### src/rtl/ad9837_cmd_seq.sv
// AD9837 command sequencer: turns host config/frequency/phase/reset requests into
// 16-bit AD9837 words and hands them to a shared SPI master with per-device chip selects.
module ad9837_cmd_seq #(
    parameter int unsigned NUM_DEV    = 1,
    parameter int unsigned FREQ_W     = 28,
    parameter int unsigned GAP_CYCLES = 2
) (
    input  logic               clk,
    input  logic               reset,
    input  logic [NUM_DEV-1:0] dev_mask,
    input  logic               cfg_wr,
    input  logic               fsel,
    input  logic               psel,
    input  logic               sleep1,
    input  logic               sleep12,
    input  logic               opbiten,
    input  logic               div2,
    input  logic               mode,
    input  logic               fwrq,
    input  logic               freg,
    input  logic [FREQ_W-1:0]  fcode,
    input  logic               phwr,
    input  logic               preg,
    input  logic [11:0]        phase,
    input  logic               soft_reset,
    input  logic               busy,
    output logic               enable,
    output logic [15:0]        tx_data,
    output logic [NUM_DEV-1:0] spi_cs,
    output logic               ready,
    output logic               drop
);

    localparam int unsigned GAP_W = (GAP_CYCLES > 1) ? $clog2(GAP_CYCLES) : 1;

    typedef enum logic [2:0] {
        S_IDLE, S_LOAD, S_SEND, S_WAIT_HI, S_WAIT_LO, S_GAP
    } state_t;

    // Q_RST covers both the post-reset INIT and a host soft reset.
    typedef enum logic [1:0] {Q_RST, Q_CFG, Q_FRQ, Q_PH} seq_t;

    typedef struct packed {
        logic fsel;
        logic psel;
        logic sleep1;
        logic sleep12;
        logic opbiten;
        logic div2;
        logic mode;
    } cfg_t;

    state_t             state_q, state_d;
    seq_t               seq_q, seq_d;
    logic [1:0]         widx_q, widx_d;
    logic [GAP_W-1:0]   gap_q, gap_d;
    cfg_t               cfg_q, cfg_d;
    logic               freg_q, freg_d;
    logic [27:0]        fcode_q, fcode_d;
    logic               preg_q, preg_d;
    logic [11:0]        phase_q, phase_d;
    logic               enable_d;
    logic [15:0]        tx_data_d;
    logic [NUM_DEV-1:0] spi_cs_d;
    logic               ready_d;
    logic               drop_d;

    logic [15:0]        word_c;
    logic               last_c;
    logic               req_c;
    logic [1:0]         fpfx_c;

    function automatic logic [15:0] ctrl_word(input cfg_t c, input logic rst);
        return 16'h2000 | {4'b0000, c.fsel, c.psel, 1'b0, rst, c.sleep1, c.sleep12,
                           c.opbiten, 1'b0, c.div2, 1'b0, c.mode, 1'b0};
    endfunction

    // Word selection for the current sequence position.
    always_comb begin
        word_c = 16'h0000;
        last_c = 1'b1;
        fpfx_c = freg_q ? 2'b10 : 2'b01;
        case (seq_q)
            Q_RST: begin
                word_c = ctrl_word(cfg_q, (widx_q == 2'd0));
                last_c = (widx_q == 2'd1);
            end
            Q_CFG: begin
                word_c = ctrl_word(cfg_q, 1'b0);
                last_c = 1'b1;
            end
            Q_FRQ: begin
                case (widx_q)
                    2'd0:    word_c = ctrl_word(cfg_q, 1'b0);
                    2'd1:    word_c = {fpfx_c, fcode_q[13:0]};
                    default: word_c = {fpfx_c, fcode_q[27:14]};
                endcase
                last_c = (widx_q == 2'd2);
            end
            // PHASE1 select sits at D13; D12 is don't-care and sent as 0.
            Q_PH: begin
                word_c = {2'b11, preg_q, 1'b0, phase_q};
                last_c = 1'b1;
            end
            default: begin
                word_c = 16'h0000;
                last_c = 1'b1;
            end
        endcase
    end

    assign req_c = soft_reset | fwrq | phwr | cfg_wr;

    // Next-state and registered-output logic.
    always_comb begin
        state_d   = state_q;
        seq_d     = seq_q;
        widx_d    = widx_q;
        gap_d     = gap_q;
        cfg_d     = cfg_q;
        freg_d    = freg_q;
        fcode_d   = fcode_q;
        preg_d    = preg_q;
        phase_d   = phase_q;
        enable_d  = 1'b0;
        tx_data_d = tx_data;
        spi_cs_d  = spi_cs;
        ready_d   = ready;
        drop_d    = req_c & ~ready;

        case (state_q)
            S_IDLE: begin
                if (!ready) begin
                    seq_d    = Q_RST;
                    widx_d   = 2'd0;
                    spi_cs_d = '1;
                    state_d  = S_LOAD;
                end else if (req_c) begin
                    if (cfg_wr) begin
                        cfg_d = cfg_t'({fsel, psel, sleep1, sleep12, opbiten, div2, mode});
                    end
                    if (fwrq) begin
                        freg_d  = freg;
                        fcode_d = 28'(fcode);
                    end
                    if (phwr) begin
                        preg_d  = preg;
                        phase_d = phase;
                    end
                    if (dev_mask == '0) begin
                        drop_d = 1'b1;
                    end else begin
                        state_d  = S_LOAD;
                        ready_d  = 1'b0;
                        widx_d   = 2'd0;
                        spi_cs_d = dev_mask;
                        drop_d   = (soft_reset & (fwrq | phwr)) | (fwrq & phwr);
                        if (soft_reset)  seq_d = Q_RST;
                        else if (fwrq)   seq_d = Q_FRQ;
                        else if (phwr)   seq_d = Q_PH;
                        else             seq_d = Q_CFG;
                    end
                end
            end
            S_LOAD: begin
                tx_data_d = word_c;
                enable_d  = 1'b1;
                state_d   = S_SEND;
            end
            S_SEND: begin
                state_d = S_WAIT_HI;
            end
            S_WAIT_HI: begin
                if (busy) state_d = S_WAIT_LO;
            end
            S_WAIT_LO: begin
                if (!busy) begin
                    gap_d   = '0;
                    state_d = S_GAP;
                end
            end
            S_GAP: begin
                if (gap_q == GAP_W'(GAP_CYCLES - 1)) begin
                    if (last_c) begin
                        state_d  = S_IDLE;
                        ready_d  = 1'b1;
                        spi_cs_d = '0;
                    end else begin
                        widx_d  = widx_q + 2'd1;
                        state_d = S_LOAD;
                    end
                end else begin
                    gap_d = gap_q + GAP_W'(1);
                end
            end
            default: state_d = S_IDLE;
        endcase
    end

    always_ff @(posedge clk) begin
        if (reset) begin
            state_q <= S_IDLE;
            seq_q   <= Q_RST;
            widx_q  <= 2'd0;
            gap_q   <= '0;
            cfg_q   <= '0;
            freg_q  <= 1'b0;
            fcode_q <= '0;
            preg_q  <= 1'b0;
            phase_q <= '0;
            enable  <= 1'b0;
            tx_data <= '0;
            spi_cs  <= '0;
            ready   <= 1'b0;
            drop    <= 1'b0;
        end else begin
            state_q <= state_d;
            seq_q   <= seq_d;
            widx_q  <= widx_d;
            gap_q   <= gap_d;
            cfg_q   <= cfg_d;
            freg_q  <= freg_d;
            fcode_q <= fcode_d;
            preg_q  <= preg_d;
            phase_q <= phase_d;
            enable  <= enable_d;
            tx_data <= tx_data_d;
            spi_cs  <= spi_cs_d;
            ready   <= ready_d;
            drop    <= drop_d;
        end
    end

endmodule

### config.mk
export PLATFORM = sky130hd
export DESIGN_NAME = ad9837_cmd_seq
export DESIGN_NICKNAME = d
export VERILOG_FILES = /design/src/rtl/ad9837_cmd_seq.sv
export SDC_FILE = /design/constraint.sdc
export NUM_CORES = 1
export LEC_CHECK = 0
export ABC_AREA = 1
export CORE_UTILIZATION = 54
export DETAILED_ROUTE_END_ITERATION = 7
export PLACE_DENSITY = 0.85
export SLEW_MARGIN = 20
export SYNTH_ARGS = -nofsm -noshare
export SYNTH_HDL_FRONTEND = slang
export SYNTH_SLANG_ARGS = --single-unit
### constraint.sdc
create_clock -name clk -period 4.19 [get_ports clk]
set_input_delay 0.6285 -clock clk [delete_from_list [all_inputs] [get_ports clk]]
set_output_delay 0.6285 -clock clk [all_outputs]
set_load 0.01 [all_outputs]
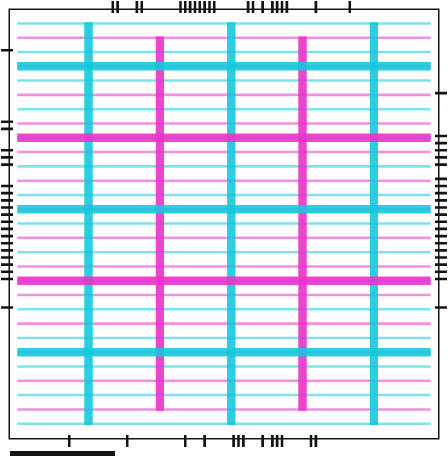
**Above:** supply network.
The bar under the picture is 20 µm long. Pins as bars on the die edge.
VSS: in cyan. VDD: in magenta.
29 met1 rails follow the rows. The core has 28 rows. 5 straps on met4. 77 signal pins sit on the boundary. 5 straps on met5.

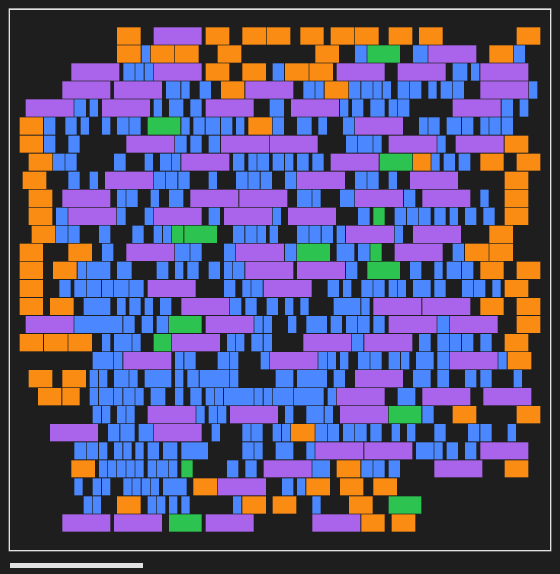
**Above:** cell classes on the final placement.
The bar under the picture is 20 µm long.
other buffers and delay cells: in orange, cells 78, share of their area 19%. flops: in purple, cells 77, share of their area 37%. combinational and other logic: in blue, cells 345, share of their area 41%. clock drivers and dummy loads: in green, cells 15, share of their area 3.9%.

==> flow_summary.yaml <==
# physical design summary
synth:
  yosys_cells: 446
  synth_seq_share_pct: 45.2
  top_cells_by_count: "77 x dfxtp_1, 73 x a21oi_1, 71 x nand2_1"
  synth-main-ff-cell: "dfxtp_1"
  topCellsByArea: "dfxtp_1 45%, a21oi_1 11%, nand2_1 7.8%"
  syn_inst: 446
  synth.avg_cell_area_um2: 7.64
  async_flop_share_pct: 0
worst_setup_path:
  critPathCaptureType: "flip-flop"
  startpoint: "phwr"
  max_stage_delay_ps: 840
  crit_path_end: "fcode_q[7]"
  timing.rr.end: "tx_data[9]"
  r2r_slack_ps: 1960
  start_kind: "input pin"
  cp.depth: 8
status:
  status: "finished clean"
drt:
  post-route-drc-count: 0
  vias: 3268
  drt_iter0_drc: 222
  drt-total-wl_um: 8590
  routed_via_density: 5.54
  drt.antenna.violating_nets: 0
floorplan:
  initCoreUtil_pct: 56.9
  taps: 75
  dieArea_um2: 6630
  io_pins: 77
cells_and_area:
  nNonClkBuffers: 78
  comb_share_pct: 35.3
  largest_reg_flops: 28
  final_util_pct: 71.4
  seqAreaFraction_pct: 36.0
  area.combinational_um2: 1510
  regArea_um2: 1540
  syn_to_final_growth_pct: 25.6
flow_run:
  log.warning_count: 29
placed_design:
  io_buffers: 76
  dp_hpwl_um: 5920
power:
  internal_power_mw: 1.46
  maxPowerGroup: "registers"
sta:
  setup_slack_ps: 1620
  hold_ws_ps: 456
clock_network:
  cts-root-buf: "clkbuf_8"
hold_path:
  hold_path_class: "reg -> reg"
Power and IR drop assume default switching activity.
